File: src/rtl/vga_fb_fill_arbiter_if.sv
// Bus bundle for vga_fb_fill_arbiter: MCU write path, fill-engine control and
// the framebuffer write port.
//   slave  : view taken by the arbiter (CPU_*/FILL_* in, FB_*/status out)
//   master : view taken by whatever drives the MCU and fill requests
interface vga_fb_fill_arbiter_if;
    logic [14:0] CPU_WA;
    logic [11:0] CPU_WD;
    logic        CPU_WE;
    logic [7:0]  FILL_X0;
    logic [6:0]  FILL_Y0;
    logic [7:0]  FILL_X1;
    logic [6:0]  FILL_Y1;
    logic [11:0] FILL_COLOR;
    logic        FILL_START;
    logic        FILL_ABORT;
    logic        FILL_BUSY;
    logic        FILL_DONE;
    logic        FILL_ERR;
    logic [14:0] FB_WA;
    logic [11:0] FB_WD;
    logic        FB_WE;

    modport slave (
        input  CPU_WA, CPU_WD, CPU_WE,
        input  FILL_X0, FILL_Y0, FILL_X1, FILL_Y1, FILL_COLOR,
        input  FILL_START, FILL_ABORT,
        output FILL_BUSY, FILL_DONE, FILL_ERR,
        output FB_WA, FB_WD, FB_WE
    );

    modport master (
        output CPU_WA, CPU_WD, CPU_WE,
        output FILL_X0, FILL_Y0, FILL_X1, FILL_Y1, FILL_COLOR,
        output FILL_START, FILL_ABORT,
        input  FILL_BUSY, FILL_DONE, FILL_ERR,
        input  FB_WA, FB_WD, FB_WE
    );
endinterface

File: src/rtl/vga_fb_fill_arbiter.sv
// Framebuffer write-port arbiter: MCU stores always win the port; a rectangle
// fill engine writes {y,x} pixels on every cycle the MCU leaves free.
//   CLK_50MHz : system clock (same as framebuffer write port)
//   RST       : asynchronous active-high reset
//   bus       : slave modport - CPU_* store, FILL_* request/status, FB_* write port
module vga_fb_fill_arbiter #(
    parameter int unsigned H_PIXELS = 160,
    parameter int unsigned V_PIXELS = 120
) (
    input  logic                  CLK_50MHz,
    input  logic                  RST,
    vga_fb_fill_arbiter_if.slave  bus
);
    localparam int unsigned XW = 8;
    localparam int unsigned YW = 7;
    localparam int unsigned CW = 12;

    typedef enum logic [1:0] {S_IDLE, S_FILL, S_DONE} state_t;

    state_t          state, state_n;
    logic [XW-1:0]   cx, cx_n, x0, x0_n, x1, x1_n;
    logic [YW-1:0]   cy, cy_n, y0, y0_n, y1, y1_n;
    logic [CW-1:0]   color, color_n;
    logic [XW+YW-1:0] fb_wa, fb_wa_n;
    logic [CW-1:0]   fb_wd, fb_wd_n;
    logic            fb_we, fb_we_n;
    logic            done, done_n;
    logic            err, err_n;
    logic            grant;
    logic            req_ok;

    // Start request is legal only for a non-empty rectangle inside the screen
    assign req_ok = (bus.FILL_X0 <= bus.FILL_X1) && (32'(bus.FILL_X1) < H_PIXELS) &&
                    (bus.FILL_Y0 <= bus.FILL_Y1) && (32'(bus.FILL_Y1) < V_PIXELS);

    // State and output registers
    always_ff @(posedge CLK_50MHz or posedge RST) begin
        if (RST) begin
            state <= S_IDLE;
            cx    <= '0;
            cy    <= '0;
            x0    <= '0;
            x1    <= '0;
            y0    <= '0;
            y1    <= '0;
            color <= '0;
            fb_wa <= '0;
            fb_wd <= '0;
            fb_we <= 1'b0;
            done  <= 1'b0;
            err   <= 1'b0;
        end else begin
            state <= state_n;
            cx    <= cx_n;
            cy    <= cy_n;
            x0    <= x0_n;
            x1    <= x1_n;
            y0    <= y0_n;
            y1    <= y1_n;
            color <= color_n;
            fb_wa <= fb_wa_n;
            fb_wd <= fb_wd_n;
            fb_we <= fb_we_n;
            done  <= done_n;
            err   <= err_n;
        end
    end

    // Next-state, port selection and raster counter advance
    always_comb begin
        state_n = state;
        cx_n    = cx;
        cy_n    = cy;
        x0_n    = x0;
        x1_n    = x1;
        y0_n    = y0;
        y1_n    = y1;
        color_n = color;
        fb_wa_n = fb_wa;
        fb_wd_n = fb_wd;
        fb_we_n = 1'b0;
        done_n  = 1'b0;
        err_n   = 1'b0;
        grant   = 1'b0;

        // MCU first; the fill engine only gets cycles the MCU leaves idle
        if (bus.CPU_WE) begin
            fb_we_n = 1'b1;
            fb_wa_n = bus.CPU_WA;
            fb_wd_n = bus.CPU_WD;
        end else if (state == S_FILL) begin
            fb_we_n = 1'b1;
            fb_wa_n = {cy, cx};
            fb_wd_n = color;
            grant   = 1'b1;
        end

        case (state)
            S_IDLE: begin
                if (bus.FILL_START) begin
                    if (req_ok) begin
                        x0_n    = bus.FILL_X0;
                        x1_n    = bus.FILL_X1;
                        y0_n    = bus.FILL_Y0;
                        y1_n    = bus.FILL_Y1;
                        color_n = bus.FILL_COLOR;
                        cx_n    = bus.FILL_X0;
                        cy_n    = bus.FILL_Y0;
                        state_n = S_FILL;
                    end else begin
                        err_n = 1'b1;
                    end
                end
            end
            S_FILL: begin
                // Abort wins over completion; a pixel granted now is still emitted
                if (bus.FILL_ABORT) begin
                    state_n = S_IDLE;
                end else if (grant) begin
                    if (cx == x1 && cy == y1) begin
                        state_n = S_DONE;
                    end else if (cx == x1) begin
                        cx_n = x0;
                        cy_n = YW'(cy + YW'(1));
                    end else begin
                        cx_n = XW'(cx + XW'(1));
                    end
                end
            end
            S_DONE: begin
                done_n  = 1'b1;
                state_n = S_IDLE;
            end
            default: state_n = S_IDLE;
        endcase
    end

    assign bus.FB_WA     = fb_wa;
    assign bus.FB_WD     = fb_wd;
    assign bus.FB_WE     = fb_we;
    assign bus.FILL_DONE = done;
    assign bus.FILL_ERR  = err;
    assign bus.FILL_BUSY = (state != S_IDLE);
endmodule

File: src/flat_wrapper.sv
// flat-port wrapper written by rule: the top's interface ports become plain ports
module vga_fb_fill_arbiter_flat 
#(
    parameter int unsigned H_PIXELS = 160,
    parameter int unsigned V_PIXELS = 120
)
  (CLK_50MHz, RST, bus_CPU_WA, bus_CPU_WD, bus_CPU_WE, bus_FILL_X0, bus_FILL_Y0, bus_FILL_X1, bus_FILL_Y1, bus_FILL_COLOR, bus_FILL_START, bus_FILL_ABORT, bus_FILL_BUSY, bus_FILL_DONE, bus_FILL_ERR, bus_FB_WA, bus_FB_WD, bus_FB_WE);
  vga_fb_fill_arbiter_if bus_i ();
  input  logic CLK_50MHz;
  input  logic RST;
  input wire logic [$bits(bus_i.CPU_WA)-1:0] bus_CPU_WA;
  input wire logic [$bits(bus_i.CPU_WD)-1:0] bus_CPU_WD;
  input wire logic [$bits(bus_i.CPU_WE)-1:0] bus_CPU_WE;
  input wire logic [$bits(bus_i.FILL_X0)-1:0] bus_FILL_X0;
  input wire logic [$bits(bus_i.FILL_Y0)-1:0] bus_FILL_Y0;
  input wire logic [$bits(bus_i.FILL_X1)-1:0] bus_FILL_X1;
  input wire logic [$bits(bus_i.FILL_Y1)-1:0] bus_FILL_Y1;
  input wire logic [$bits(bus_i.FILL_COLOR)-1:0] bus_FILL_COLOR;
  input wire logic [$bits(bus_i.FILL_START)-1:0] bus_FILL_START;
  input wire logic [$bits(bus_i.FILL_ABORT)-1:0] bus_FILL_ABORT;
  output wire logic [$bits(bus_i.FILL_BUSY)-1:0] bus_FILL_BUSY;
  output wire logic [$bits(bus_i.FILL_DONE)-1:0] bus_FILL_DONE;
  output wire logic [$bits(bus_i.FILL_ERR)-1:0] bus_FILL_ERR;
  output wire logic [$bits(bus_i.FB_WA)-1:0] bus_FB_WA;
  output wire logic [$bits(bus_i.FB_WD)-1:0] bus_FB_WD;
  output wire logic [$bits(bus_i.FB_WE)-1:0] bus_FB_WE;
  assign bus_i.CPU_WA = bus_CPU_WA;
  assign bus_i.CPU_WD = bus_CPU_WD;
  assign bus_i.CPU_WE = bus_CPU_WE;
  assign bus_i.FILL_X0 = bus_FILL_X0;
  assign bus_i.FILL_Y0 = bus_FILL_Y0;
  assign bus_i.FILL_X1 = bus_FILL_X1;
  assign bus_i.FILL_Y1 = bus_FILL_Y1;
  assign bus_i.FILL_COLOR = bus_FILL_COLOR;
  assign bus_i.FILL_START = bus_FILL_START;
  assign bus_i.FILL_ABORT = bus_FILL_ABORT;
  assign bus_FILL_BUSY = bus_i.FILL_BUSY;
  assign bus_FILL_DONE = bus_i.FILL_DONE;
  assign bus_FILL_ERR = bus_i.FILL_ERR;
  assign bus_FB_WA = bus_i.FB_WA;
  assign bus_FB_WD = bus_i.FB_WD;
  assign bus_FB_WE = bus_i.FB_WE;
  vga_fb_fill_arbiter #(.H_PIXELS(H_PIXELS), .V_PIXELS(V_PIXELS)) u_core (.CLK_50MHz(CLK_50MHz), .RST(RST), .bus(bus_i));
endmodule
File: config.mk
export PLATFORM = sky130hd
export DESIGN_NAME = vga_fb_fill_arbiter_flat
export DESIGN_NICKNAME = d
export VERILOG_FILES = /design/src/rtl/vga_fb_fill_arbiter_if.sv /design/src/rtl/vga_fb_fill_arbiter.sv /design/src/flat_wrapper.sv
export SDC_FILE = /design/constraint.sdc
export NUM_CORES = 1
export LEC_CHECK = 0
export CORE_MARGIN = 3
export CORE_UTILIZATION = 40
export DETAILED_ROUTE_END_ITERATION = 10
export PLACE_DENSITY = 0.68
export SKIP_LAST_GASP = 1
export SLEW_MARGIN = 30
export SYNTH_ARGS = -nofsm -noshare
export SYNTH_HDL_FRONTEND = slang
export SYNTH_SLANG_ARGS = --single-unit
File: constraint.sdc
create_clock -name CLK_50MHz -period 2.8 [get_ports CLK_50MHz]
set_input_delay 0.42 -clock CLK_50MHz [delete_from_list [all_inputs] [get_ports CLK_50MHz]]
set_output_delay 0.42 -clock CLK_50MHz [all_outputs]
set_load 0.1 [all_outputs]
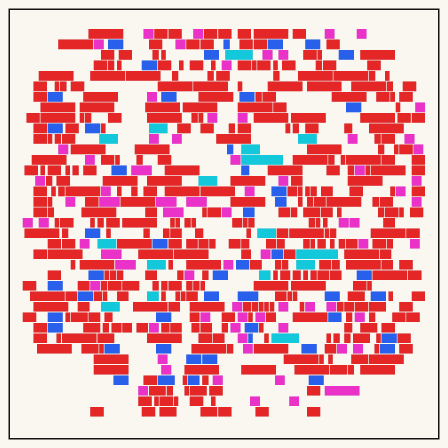
(run_1/sizes.png)
colour	size	cells	share
cyan	_6 and larger	16	2.9%
red	_0 and _1 cells	407	75%
magenta	_3 and _4 cells	72	13%
blue	_2 cells	49	9.0%
post-layout worst setup margin: 0.08804 ns
post-route cell area: 0.005951 sq mm

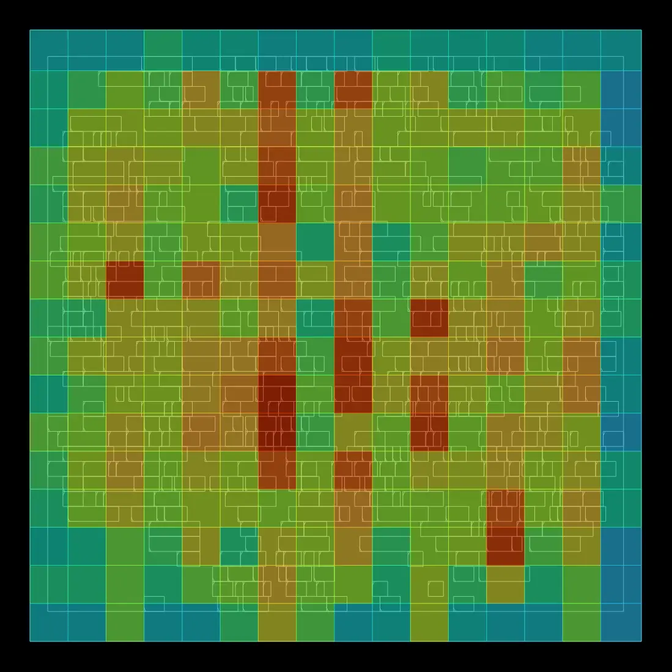
(run_1/congestion.png)
Global Route Usage Sum: 0.1810
Layout Utilization: 0.5663
M3 GR Usage: 0.04312

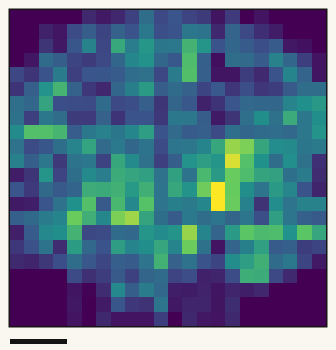
(run_1/metal_density.png)
The bar under the picture is 20 um long. 22 x 22 tiles, from dark purple (low) to yellow (high), scaled to the fullest tile. Values are wire area over tile area, all layers added.
tiles over half the peak	17%
fullest tile	0.44
emptiest ninth of the die	lower left
nearly empty tiles	12%
mean over tiles	0.14
WL final: 10650 um
routed wirelength normalized by instance count: 15.67 um
number of vias in the routed layout: 3440

==> impl_metrics.tcl, run 1 <==
# place-and-route summary
set metrics [dict create \
    run_status "completed" \
    grt_pass1_wl_um 18450 \
    grt_antenna_before_repair 0 \
    nNetsFinal 630 \
    timing.critical_path.slowest_stage_cell "sky130_fd_sc_hd__or4b_1" \
    synth_area_sq_mm 0.004400 \
    path_category_of_the_worst_min_delay_check "in -> async" \
    post_synth_inst_count 410 \
    timing.critical_path.buf_inv 3 \
    p_leak_uw 0.002835 \
    final_tally_of_setup_violations 0 \
    crit_family "AND-OR/OR-AND gates" \
    first_pass_detailed_route_iteration_total 6 \
    power.ir.vdd_worst_v 0.0003890 \
    finalHoldWorstSlack_ns 0.4842 \
    worstSkewPairLatency_ns 0.35 \
    clock_sink_total 82 \
    flop_cell "sky130_fd_sc_hd__dfrtp_1" \
    ctsRootBufferMaster "sky130_fd_sc_hd__clkbuf_8" \
    timing.critical_path.arrival_ns 2.97 \
    post-cts-setup-buffer-count 0 \
    timing_hold_violations_final 0 \
    slew_headroom 0.4943 \
    clk_path_buf_depth 2 \
    worst_setup_hold_path_clk_slew_ns 0.09 \
    achievable-frequency_mhz 368.7 \
    crit_required_ns 3.06 \
    top_level_ports 105 \
    area_delta_synth_final_pct 35.23 \
    post_synth_num_cell_types 49 \
    cap_violations 0 \
    totalPowerFinal_uw 4796 \
    antenna_left 0 \
    timing.final.max_slew_violations 0 \
    tritoncts "done" \
    dieHeight_um 110.9 \
    synthArstFlopShare 1.000 \
    ys.warnings.count 0 \
    avgSynthCellArea_sq_um 10.73 \
    layout_top_cell_excl_fill_tap "sky130_fd_sc_hd__dfrtp_1" \
    grt_setup_unrepaired "no" \
    postSynthRegisterBits 82 \
    post-route-drc-count 0 \
    ys_chip_area_sq_mm 0.004400 \
    finClkSkew_ns 0.01234 \
    tally_of_openroad_warnings 26 \
    avgViaCountPerCell 5.059 \
    layout.cells.most_common_list "sky130_fd_sc_hd__dfrtp_1, sky130_fd_sc_hd__clkdlybuf4s50_1, sky130_fd_sc_hd__buf_4" \
    cp_slowest_stage_delay_ns 0.57 \
    drive_gt1_frac 0.2518 \
    endpoint_kind "flip-flop" \
    mappedNetlistNets 501 \
    floorplan.die_area_sq_mm 0.01230 \
    grt_remaining_overflow 0 \
    die_x_um 110.9 \
    number_of_cell_rows 37 \
    worstSetupPathType "in -> reg" \
    combGateArea_sq_mm 0.002172 \
    synth-edff-count 0 \
    worstSetupStartpointType "primary input" \
    proportion_of_synthesized_chip_area_in_sequential_cells 0.4663 \
    yosys-stat-cells 410 \
    port_buffers 104 \
    fill_cells 962 \
    first_global_vias 3735 \
    pre_cts_setup_slack_ns -0.3622 \
    initCoreUtil 0.4187 \
    final.period_utilization 0.9686 \
    placement.cell_area_sq_mm 0.005710 \
    dr.first_iter.drc_count 188 \
    min_tclk_post_route_ns 2.712 \
    core-area_sq_mm 0.01051 \
    power_per_cell_area_mw_per_mm2 805.9 \
    place.detailed.hpwl_um 7745 \
    seq_area_sq_mm 0.002052 \
    worstPathMaxFanout 7 \
    cts_inserted_buffers 9 \
    max_slew.worst_pin.slew_ns 0.7585 \
    r2r_slack_ns 0.43 \
    grt_start_max_net_pins 83 \
    worstPathCellList "clkdlybuf4s50_1 -> inv_1 -> ha_1 -> nor2b_1 -> o211ai_1 -> a211oi_1 -> or4b_1 -> buf_4 -> a221oi_1 -> a2bb2oi_1" \
    htreeDepth 3 \
    diodes 0 \
    hold_buffers 0 \
    gpl.final_weighted_congestion 0.8026 \
]
## run 1: area by class of cell
cell class	instances	share of cell area
clock buffer	11	0.02376
timing repair buffer	138	0.2082
clock inverter	5	0.01430
sequential	82	0.3448
inverter	24	0.01535
multi-input combinational	284	0.3650
tap	136	0.02860
## run 1: logic make-up after synthesis
| kind of cell | Yosys count | synth area share |
|---|---|---|
| mux | 76 | 0.1911 |
| fa+ha+maj | 17 | 0.04834 |
| flops | 82 | 0.4663 |
| compound gates | 81 | 0.1132 |
| xor+xnor | 21 | 0.04180 |
| buf+inv | 44 | 0.04379 |
| simple gates | 89 | 0.09554 |
## run 1: sequential cells by signal, indices dropped and copies added, names as in the netlist
signal / flops
u_core.x1: 8
u_core.cx: 8
u_core.bus.FILL_ERR: 1
u_core.y1: 7
u_core.x0: 8
u_core.bus.FB_WA: 15
u_core.bus.FB_WD: 12
u_core.color: 12
u_core.bus.FB_WE: 1
u_core.cy: 7
u_core.bus.FILL_DONE: 1
u_core.state: 2
## run 1: cell usage after synthesis (all sizes together) (2+ instances only)
cell type / number / area share
nand2: 44 / 0.038
ha: 17 / 0.048
nor2: 13 / 0.011
mux2i: 33 / 0.075
nor3: 6 / 0.0068
or2: 2 / 0.0028
xnor2: 20 / 0.040
clkbuf: 10 / 0.0085
nand4: 5 / 0.0085
and4: 2 / 0.0040
o21ai: 40 / 0.046
nand2b: 3 / 0.0043
mux2: 43 / 0.12
dfrtp: 82 / 0.47
a21o: 2 / 0.0037
inv: 24 / 0.020
buf: 10 / 0.015
a211oi: 5 / 0.0085
a221oi: 3 / 0.0060
nor2b: 2 / 0.0028
nand3: 7 / 0.0091
a21oi: 16 / 0.019
a2bb2oi: 3 / 0.0060
o211ai: 2 / 0.0034
a22o: 2 / 0.0040
## run 1: worst paths after layout
| kind | startpoint | end | depth (start not counted) |
|---|---|---|---|
| worst max-delay path | bus_FILL_X1[1] | u_core.cy[3] | 10 |
| worst max register to register | u_core.cx[1] | u_core.cx[6] | 6 |
| max in group asynchronous | RST | u_core.cx[5] | 3 |
| worst min register to register | u_core.color[6] | u_core.color[6] | 1 |
| worst min-delay path | RST | u_core.color[2] | 3 |
| min in group CLK_50MHz | bus_CPU_WE | u_core.state[1] | 3 |
## run 1: metrics by stage
stage	TNS [ns]	std cells
final	0	680
after global routing	0	680
after floorplan	0	410
after CTS	0	680
after detailed placement	-11.44	664
after global placement	-6.795	664
## run 1: per-layer routing
metal	vias up	wire length, um	share of wire	track usage
met5	-	0	0	0
met4	0	62	0.0058	0.03695
met3	7	539	0.051	0.04312
met2	90	5293	0.50	0.3083
met1	1637	4757	0.45	0.2356
li1	1706	-	-	-
## run 1: what timing repair did
item                                   in CTS  in global routing
setup endpoints to repair                   0                 10
resized                                     0                  2
endpoints found under the hold margin       0                  0
## run 1: report_power, final
group / total [uW] / switching [uW] / internal (uW) / leakage [uW]
combinational: 1870 / 1020 / 851 / 0.00173
clock: 973 / 439 / 534 / 0.000111
sequential: 1950 / 389 / 1560 / 0.000989
total: 4800 / 1850 / 2950 / 0.00283
==> run 2: changes to the inputs <==
DONT_BUFFER_PORTS = 1   (was default)
HOLD_SLACK_MARGIN = 0.06   (was default)
PLACE_DENSITY = 0.55   (was 0.68)
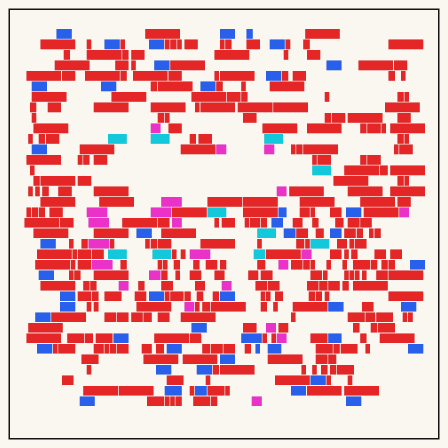
(run_2/sizes.png)
colour	size	cells	share
cyan	_6 and larger	10	2.4%
magenta	_3 and _4 cells	22	5.3%
red	_0 and _1 cells	338	81%
blue	_2 cells	47	11%
Non-clk bufs: 11
post-layout worst setup margin: 0.3185 ns
post-route cell area: 0.004726 sq mm

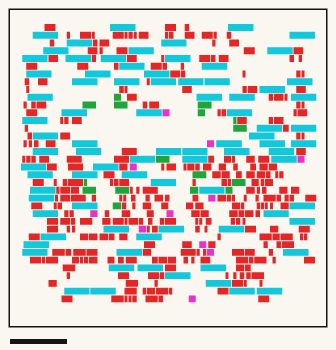
(run_2/placement_by_type.png)
The bar under the picture is 20 um long.
colour	class	cells	share of their area
green	clock drivers and dummy loads	16	3.8%
red	combinational and other logic	308	49%
magenta	other buffers and delay cells	11	1.8%
cyan	flops	82	45%
fraction of standard cell area that is sequential: 0.4342
Layout Utilization: 0.4497
number of cell rows: 37
Core ar.: 0.01051 sq mm

==> run 2 against run 1 <==
Combinational power decreased by 37%. Via count shrank 14%. Final cell count down 19%. Sequential power is 23% higher. Routed wire length fell by 6.0%. Power is 9.3% lower. Sequential share of layout area rose by 8.9 points. Synthesized area unchanged. Fmax increased by 9.3%. First-iteration DRC count down 38%. Largest cell class unchanged. Largest power group unchanged. Highest routed layer unchanged.
==> impl_metrics.tcl, run 2 <==
# place-and-route summary
set metrics [dict create \
    regToRegEndpoint "u_core.cx[5]" \
    ctsRootBufferMaster "sky130_fd_sc_hd__clkbuf_8" \
    slew_headroom 0.3828 \
    top_level_ports 105 \
    post_synth_num_cell_types 49 \
    post-route-drc-count 0 \
    clock_sink_total 82 \
    worstSetupPathType "reg -> reg" \
    post_layout_nonfiller_instances 553 \
    first_global_vias 3169 \
    power_frac_clock 0.180 \
    gr-max-usage-layer "met2" \
    avgSynthCellArea_sq_um 10.73 \
    max_area_cell_share 0.4663 \
    comb_power_share 0.269 \
    postSynthRegisterBits 82 \
    achievable-frequency_mhz 403.0 \
    synth.area.top_cells "sky130_fd_sc_hd__dfrtp_1, sky130_fd_sc_hd__mux2_2, sky130_fd_sc_hd__mux2i_1, sky130_fd_sc_hd__ha_1, sky130_fd_sc_hd__o21ai_0" \
    worst_setup_hold_path_clk_slew_ns 0.09 \
    proportion_of_synthesized_chip_area_in_sequential_cells 0.4663 \
    seq_power_share 0.551 \
    final.period_utilization 0.8863 \
    post-cts-setup-buffer-count 0 \
    tally_of_openroad_warnings 26 \
    largest_area_cell "sky130_fd_sc_hd__dfrtp_1" \
    grt_pass1_wl_um 16760 \
    gpl.final_weighted_congestion 0.8317 \
    max_slew.worst_pin.slew_ns 0.9259 \
    grt.met2_usage 0.2892 \
    initCoreUtil 0.4187 \
    synth.most_common_cell "sky130_fd_sc_hd__dfrtp_1" \
    mappedNetlistNets 501 \
    worstPathMaxFanout 8 \
    most_instantiated_cells_after_synthesis "sky130_fd_sc_hd__dfrtp_1, sky130_fd_sc_hd__nand2_1, sky130_fd_sc_hd__o21ai_0, sky130_fd_sc_hd__mux2_2, sky130_fd_sc_hd__mux2i_1" \
    layout.cells.most_common_list "sky130_fd_sc_hd__dfrtp_1, sky130_fd_sc_hd__nand2_1, sky130_fd_sc_hd__o21ai_0" \
    wire_per_inst_um 18.11 \
    timing_hold_violations_final 0 \
    ys.warnings.count 0 \
    timing.critical_path.arrival_ns 2.71 \
    ys_chip_area_sq_mm 0.004400 \
    setup-tns-final_ns 0 \
    area_delta_synth_final_pct 7.393 \
    via_count 2975 \
    drive_gt1_frac 0.1894 \
    synth_area_sq_mm 0.004400 \
    worstSetupStartpointType "flip-flop" \
    cap_violations 0 \
    antenna_left 0 \
    dp_cells 537 \
    cts_inserted_buffers 9 \
    p_leak_uw 0.002241 \
    met1_resource_use_gr 0.2040 \
    avgViaCountPerCell 5.380 \
    grt_antenna_before_repair 0 \
    finClkSkew_ns 0.01246 \
    worst-r2r-cell-count 6 \
    grt_setup_unrepaired "no" \
    cts_resized 0 \
    power.share.switching 0.4131 \
    place.detailed.hpwl_um 7426 \
    grt_start_max_net_pins 58 \
    die_x_um 110.9 \
    diodes 0 \
    port_buffers 0 \
    hold_buffers 0 \
    floorplan.die_area_sq_mm 0.01230 \
    layout_top_cell_excl_fill_tap "sky130_fd_sc_hd__dfrtp_1" \
    worstReg2RegStart "u_core.cx[1]" \
    total_switching_power_uw 1796 \
    grt.total_usage 0.1693 \
    power_per_cell_area_mw_per_mm2 919.9 \
    run_status "completed" \
    htreeDepth 3 \
    dr.first_iter.drc_count 117 \
    synth-edff-count 0 \
    yosys-stat-cells 410 \
    post_synth_inst_count 410 \
    dieHeight_um 110.9 \
    routed_wl_um 10020 \
    power.ir.vdd_worst_v 0.0004365 \
    worstSkewPairLatency_ns 0.35 \
    tritoncts "done" \
    grt_remaining_overflow 0 \
    final_tally_of_setup_violations 0 \
    largest_register_ff_count 15 \
    fill_cells 1012 \
    clk_path_buf_depth 2 \
    nNetsFinal 503 \
    internal-power_uw 2551 \
    flop_cell "sky130_fd_sc_hd__dfrtp_1" \
    path_category_of_the_worst_min_delay_check "in -> async" \
    crit_required_ns 3.03 \
    min_tclk_post_route_ns 2.482 \
    r2r_slack_ns 0.32 \
    timing.final.max_slew_violations 0 \
    synthArstFlopShare 1.000 \
    endpoint_kind "flip-flop" \
    global_route.usage.met3 0.05950 \
    first_pass_detailed_route_iteration_total 4 \
]
-- run 2: cell counts after synthesis --
No cell type changed its count.
-- run 2: through the flow --
stage          area (sq um)  setup slack [ns]  hold WS [ns]  power [uW]
2_1_floorplan          4400            0.2716        0.4740        3290
3_3_place_gp           4554            0.1992        0.4779        3575
3_5_place_dp           4554            0.1321        0.4724        3609
4_1_cts                4726            0.2974       0.09047        4404
5_1_grt                4726            0.1515        0.1167        4636
6_report               4726            0.3185       0.06746        4347
-- run 2: logic make-up (layout without fill, tap and decap cells) --
family / after synthesis / in the layout / synth area share
AOI/OAI and AO/OA: 81 / 81 / 0.1132
and+or+nand+nor: 89 / 89 / 0.09554
xor gates and xnor gates: 21 / 21 / 0.04180
buffers and inverters: 44 / 51 / 0.04379
muxes: 76 / 76 / 0.1911
adders and majority gates: 17 / 17 / 0.04834
DFF: 82 / 82 / 0.4663
-- run 2: routing by layer --
layer  vias to the layer above  routed length [um]
met4                         0                 109
li1                       1455                   -
met5                         -                   0
met1                      1442                4189
met2                        67                5068
met3                        11                 648
-- run 2: worst max-delay path by stage --
stage / from / to / slack [ns] / depth (start not counted)
6_report: u_core.cx[1] / u_core.cx[5] / 0.32 / 6
5_1_grt: u_core.cx[1] / u_core.cx[5] / 0.15 / 6
4_1_cts: u_core.cx[1] / u_core.cx[5] / 0.30 / 6
3_3_place_gp: bus_FILL_Y1[6] / u_core.cx[3] / 0.20 / 8
3_5_place_dp: bus_FILL_Y1[6] / u_core.cx[2] / 0.13 / 8
2_1_floorplan: RST / u_core.bus.FB_WA[0] / 0.27 / 1
-- run 2: layout make-up --
cell class	count	area (sq um)	share of cell area
Multi-Input combinational cell	284	2158	0.4567
Clock buffer	11	131.4	0.02780
Timing Repair Buffer	11	82.58	0.01747
Clock inverter	5	40.04	0.008472
Sequential cell	82	2052	0.4342
Tap cell	136	170.2	0.03601
Inverter	24	91.34	0.01933
-- run 2: power groups by stage --
stage	clock, uW	sequential (uW)	combinational, uW
after floorplan	0	2300	992
after global placement	0	2430	1150
after detailed placement	0	2430	1170
after CTS	815	2410	1180
after global routing	874	2460	1300
final	782	2400	1170
-- run 2: critical path: stages (launching register included) --
cell	delay, ns
sky130_fd_sc_hd__dfrtp_1	0.46
sky130_fd_sc_hd__xnor2_1	0.23
sky130_fd_sc_hd__nand4_1	0.19
sky130_fd_sc_hd__or2_1	0.27
sky130_fd_sc_hd__o311ai_0	0.33
sky130_fd_sc_hd__a22o_1	0.54
sky130_fd_sc_hd__mux2_4	0.34
Power figures rest on the tool's default switching activity, not on a simulated workload.
